Fig. 1: run 1, signal wires on met1
Scale bar: 20 um. Supply wires on this layer in grey.
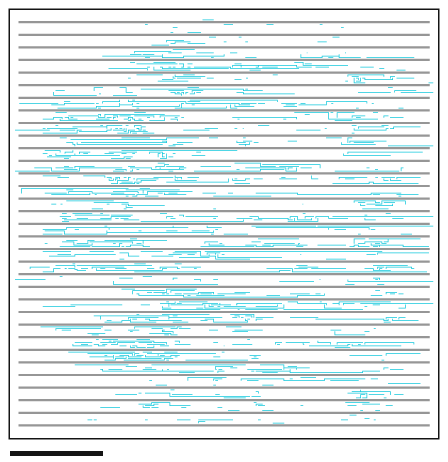
Fig. 2: run 1, signal wires on met2
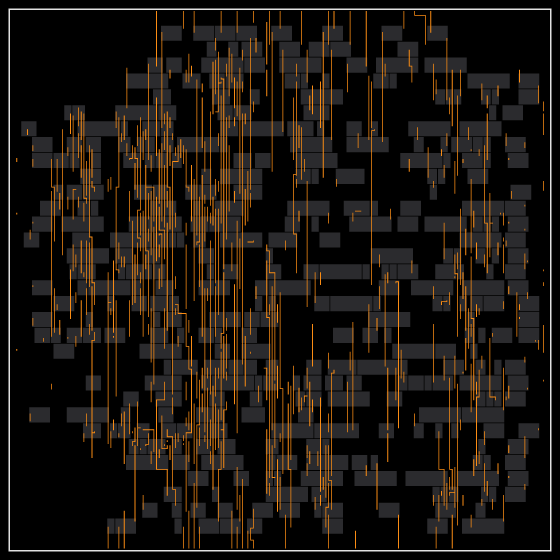
Fig. 3: run 1, the metal 3 layer
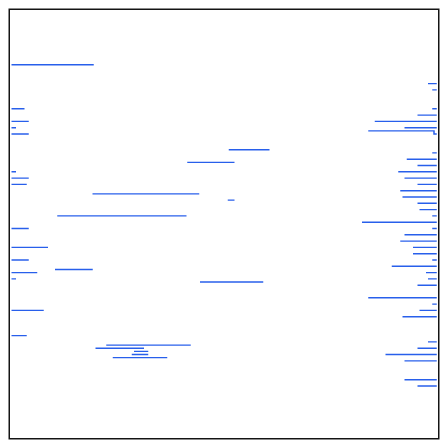
Design fetch_stage_ctrl, sky130hd; sources not shown.
==> impl_metrics.json, run 1 <==
{
  "status": "completed",
  "holdPathStages": 2,
  "async_flop_share_pct": 0,
  "top_cell_area_share_pct": 41.8,
  "routabilityCongestion": 0.824,
  "xor_share_pct": 5.11,
  "max_freq_mhz": 495,
  "ir_drop_uv": 278,
  "post-place-cells": 481,
  "grt_max_degree": 33,
  "critPathTopFamily": "buffers and inverters",
  "whs_ns": 0.457,
  "clk_path_buf_depth": 2,
  "largest_reg_flops": 32,
  "critical_path_cell_count": 1,
  "met2_wirelength_um": 3220,
  "r2r_slack_ns": 0.32,
  "synth-edff-count": 0,
  "top_level_ports": 89,
  "area_delta_synth_final_pct": 49.5,
  "r2r_cells": 4,
  "power_frac_comb_pct": 21.4,
  "clock_area_share_pct": 2.72,
  "path_max_fanout": 6,
  "ys_seq_share_pct": 41.8,
  "hold_buffers": 0,
  "critPathKind": "reg -> out",
  "hpwlAfterDp_um": 5330,
  "dr.max_layer_used": "met4",
  "end_kind": "output port",
  "n_antenna_cell": 0,
  "maxSlewViolCount": 0,
  "met1Wirelength_um": 3490,
  "common_cells": "dfxtp_1 (50), nand2_1 (50), nor2_1 (25)",
  "setup_viol": 0,
  "syn_inst": 288,
  "power.switching_mw": 0.642,
  "ys_ff": 50,
  "adder_share_pct": 0.522,
  "pwr-share-clk_pct": 29.7,
  "route.detailed.drc": 0,
  "yosys.area_share.aoi_pct": 23.6,
  "placed_area_um2": 3490,
  "gr-max-usage-layer": "met2",
  "ff_latch_area_um2": 1000,
  "stdcell_area_um2": 3580,
  "h-tree-depth": 2,
  "via_per_inst": 4.93,
  "tightest_slew_ns": 0.534,
  "simple_gate_area_share_pct": 23.1,
  "fp-utilization_pct": 31.0,
  "p_int_mw": 1.41,
  "period_used_pct": 96.3,
  "nets": 424,
  "post_cts_buffers": 0,
  "hold_class": "reg -> reg",
  "taps": 102,
  "port-buffer-count": 85,
  "n_all_buffers": 112,
  "comb_cells": 211,
  "ys_area_um2": 2400,
  "clock_skew_ns": 0.00659,
  "rsz0062_at_grt": "no",
  "start_kind": "flop",
  "final_cells": 489,
  "pwr-share-seq_pct": 49.0,
  "crit_path_top_delay_cell": "clkdlybuf4s50_1",
  "gr-total-overflow": 0,
  "max_stage_delay_ns": 0.85,
  "leakage_nw": 1.22,
  "setup_slack_ns": 0.0787,
  "synth.distinct_cells": 44
}
Back to the opening pictures, Fig. 1:
share of all routed wire = 49%
main direction = horizontal
nets with wire on the layer = 362
longest straight run = 38.2 um
wire length on this layer = 3490 um
detailed-route via count: 2411
M1 GR Usage: 23.5%
wirelength, routed: 7180 um

Back to the opening pictures, Fig. 2:
longest straight run = 42.8 um
nets with wire on the layer = 334
wire length on this layer = 3220 um
share of all routed wire = 45%
met2 Use GR: 27.3%

Back to the opening pictures, Fig. 3:
main direction = horizontal
nets with wire on the layer = 62
routing usage on met3: 3.69%

run 1: power groups by stage:
stage / clock network (mW) / registers (mW) / logic (mW)
floorplan: 0 / 1.11 / 0.147
global placement: 0 / 1.03 / 0.438
detailed placement: 0 / 1.03 / 0.438
CTS: 0.640 / 1.00 / 0.440
global route: 0.675 / 1.01 / 0.467
finish: 0.608 / 1.00 / 0.438
run 1: cell families (layout without fill, tap and decap cells):
kind of cell             Yosys count  in the layout
AND-OR/OR-AND                     79             79
XOR/XNOR                          14             14
adder cells (fa/ha/maj)            1              1
buffers and inverters             28            126
flip-flops                        50             50
multiplexers                       1              1
other                              1              2
AND/OR/NAND/NOR                  114            114
Fig. 4: run 1, track usage over the die
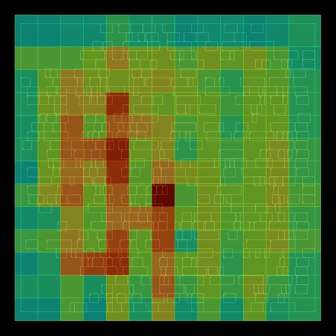

==> inputs of run 2 (changes only) <==
--- a/config.mk
+++ b/config.mk
@@ -5,10 +5,12 @@
 export SDC_FILE = /design/constraint.sdc
 export NUM_CORES = 1
 export LEC_CHECK = 0
+export ABC_AREA = 1
 export CAP_MARGIN = 20
 export CORE_MARGIN = 1.5
-export CORE_UTILIZATION = 30
+export CORE_UTILIZATION = 35
 export DETAILED_ROUTE_END_ITERATION = 8
+export GPL_ROUTABILITY_DRIVEN = 0
 export PLACE_DENSITY_LB_ADDON = 0.1
 export SYNTH_ARGS = -nofsm -noshare
 export SYNTH_HDL_FRONTEND = slang
Fig. 5: run 2, track usage over the die
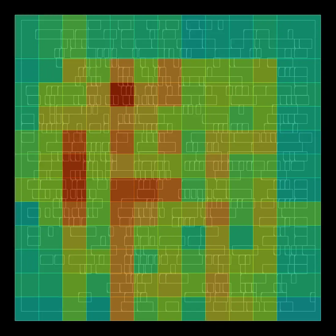
most used routing layer: met2
Final Util: 49.6%
GRT Total Usage: 16.9%
M1 GR Usage: 22.5%
routing usage on met3: 3.64%

Fig. 6: run 2, the metal 3 layer
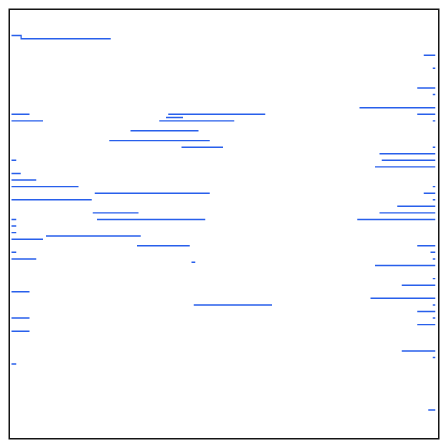
wirelength, routed: 6510 um
detailed-route via count: 2502

==> run 2 against run 1 <==
Effect of this change: clock power increased by 14%; die area is 8.1% lower; synthesized cell count increased by 30%; worst setup slack improved by 0.0015 ns; power is 16% higher; first-iteration DRC count rose by 40%; count of clock-buffer cells in the layout is the same; cell area is 0.59% lower; via count up 3.8%; area after synthesis increased by 6.9%; largest cell class unchanged.
==> impl_metrics.json, run 2 <==
{
  "status": "completed",
  "gr-total-overflow": 0,
  "ys_area_um2": 2560,
  "period_used_pct": 96.2,
  "ys_seq_share_pct": 39.1,
  "setup_slack_ns": 0.0802,
  "cp.required_ns": 1.68,
  "syn_inst": 373,
  "placed_area_um2": 3440,
  "max_stage_delay_ns": 0.85,
  "route.detailed.drc": 0,
  "n_antenna_cell": 0,
  "common_cells": "nand2_1 (113), nor2_1 (52), dfxtp_1 (50)",
  "power_frac_comb_pct": 27.1,
  "r2r_cells": 10,
  "crit_path_top_delay_cell": "clkdlybuf4s50_1",
  "power_clock_mw": 0.691,
  "setup_viol": 0,
  "ff_latch_area_um2": 1000,
  "path_max_fanout": 5,
  "pwr-share-clk_pct": 28.9,
  "core_area_um2": 7180,
  "p_comb_mw": 0.647,
  "simple_gate_area_share_pct": 34.3,
  "maxSlewViolCount": 0,
  "use_met2_pct": 28.1,
  "top_cell_area_share_pct": 39.1,
  "critPathKind": "reg -> out",
  "critPathTopFamily": "buffers and inverters",
  "synth-edff-count": 0,
  "clock_latency_ns": 0.31,
  "cp_cell_sequence": "clkdlybuf4s50_1",
  "post-place-cells": 547,
  "drive_gt1_share_pct": 6.58,
  "cp.arrival_ns": 1.60,
  "grt_max_degree": 30,
  "nets": 493,
  "cts_buffers": 5,
  "dieArea_um2": 7840,
  "hold_buffers": 0,
  "max_freq_mhz": 495,
  "clk_path_buf_depth": 2,
  "start_kind": "flop",
  "tightest_slew_ns": 0.527,
  "powerDensity_nw_per_um2": 670,
  "nFillCells": 739,
  "port-buffer-count": 85,
  "power.switching_mw": 0.797,
  "post_cts_buffers": 0,
  "hold_class": "reg -> reg",
  "adder_share_pct": 0.488,
  "area_delta_synth_final_pct": 39.0,
  "topCellsByArea": "dfxtp_1 (39%), nand2_1 (17%), nor2_1 (7.6%)",
  "pwr-share-seq_pct": 44.0,
  "rsz0062_at_grt": "no",
  "met2_wirelength_um": 2920,
  "top_level_ports": 89,
  "power_top_consumer": "registers",
  "whs_ns": 0.462,
  "critical_path_cell_count": 1,
  "dr.max_layer_used": "met4",
  "clock_skew_ns": 0.00837,
  "grt_pass1_wl_um": 10300,
  "xor_share_pct": 1.71,
  "ir_drop_uv": 344,
  "ys_cells": 373,
  "holdPathStages": 2,
  "largest_reg_flops": 32,
  "end_kind": "output port",
  "met1Wirelength_um": 3120,
  "ys_ff": 50,
  "leakage_nw": 1.45,
  "synth.distinct_cells": 30,
  "clk_pin_slew_ns": 0.10,
  "final_cells": 555,
  "seq-power_mw": 1.05,
  "stdcell_area_um2": 3560,
  "synth_area_leader_cell": "dfxtp_1",
  "fp-row-count": 31,
  "hpwlAfterDp_um": 4770,
  "via_per_inst": 4.51,
  "h-tree-depth": 2,
  "async_flop_share_pct": 0,
  "slew_headroom_pct": 64.7,
  "hold_viol_final": 0,
  "p_int_mw": 1.59,
  "yosys.area_share.aoi_pct": 12.5,
  "fp-utilization_pct": 35.7,
  "r2r_slack_ns": 0.47
}
Fig. 7: run 2, wire density map
18 x 18 tiles, from dark blue (low) to red (high), scaled to the fullest tile. Values are wire area over tile area, all layers added.
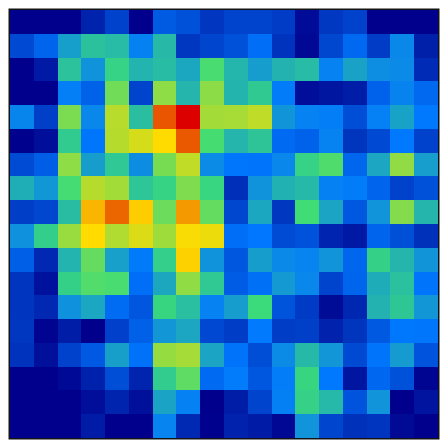
emptiest ninth of the die = south-west
tiles over half the peak = 15%
fullest tile = 0.47
mean over tiles = 0.13
nearly empty tiles = 9.9%
Avg WL per Cell: 11.7 um

run 2: netlist changes by cell type after synthesis, sizes merged, moves of 6 or more:
cell	previous run	this run
nand3	9	22
o21ai	5	22
nor2	25	57
clkbuf	9	1
a21oi	22	32
nor3	8	0
a211oi	21	0
nand2	50	116
nor4	7	0
xnor2	9	3
inv	5	36
run 2: cell families (layout without fill, tap and decap cells):
kind of cell | Yosys count | after routing
buffers and inverters | 53 | 135
adder cells (fa/ha/maj) | 1 | 1
flip-flops | 50 | 50
other | 1 | 2
XOR/XNOR | 5 | 5
AND/OR/NAND/NOR | 203 | 203
AND-OR/OR-AND | 60 | 60
run 2: layout make-up:
cell class	instances	area share, %
inverters	36	3.86
well taps	99	3.48
repair buffers	91	26.0
clock buffers	5	1.93
flip-flops and latches	50	28.1
clock inverters	3	1.23
multi-input cells	271	35.4
Power and IR drop assume default switching activity.
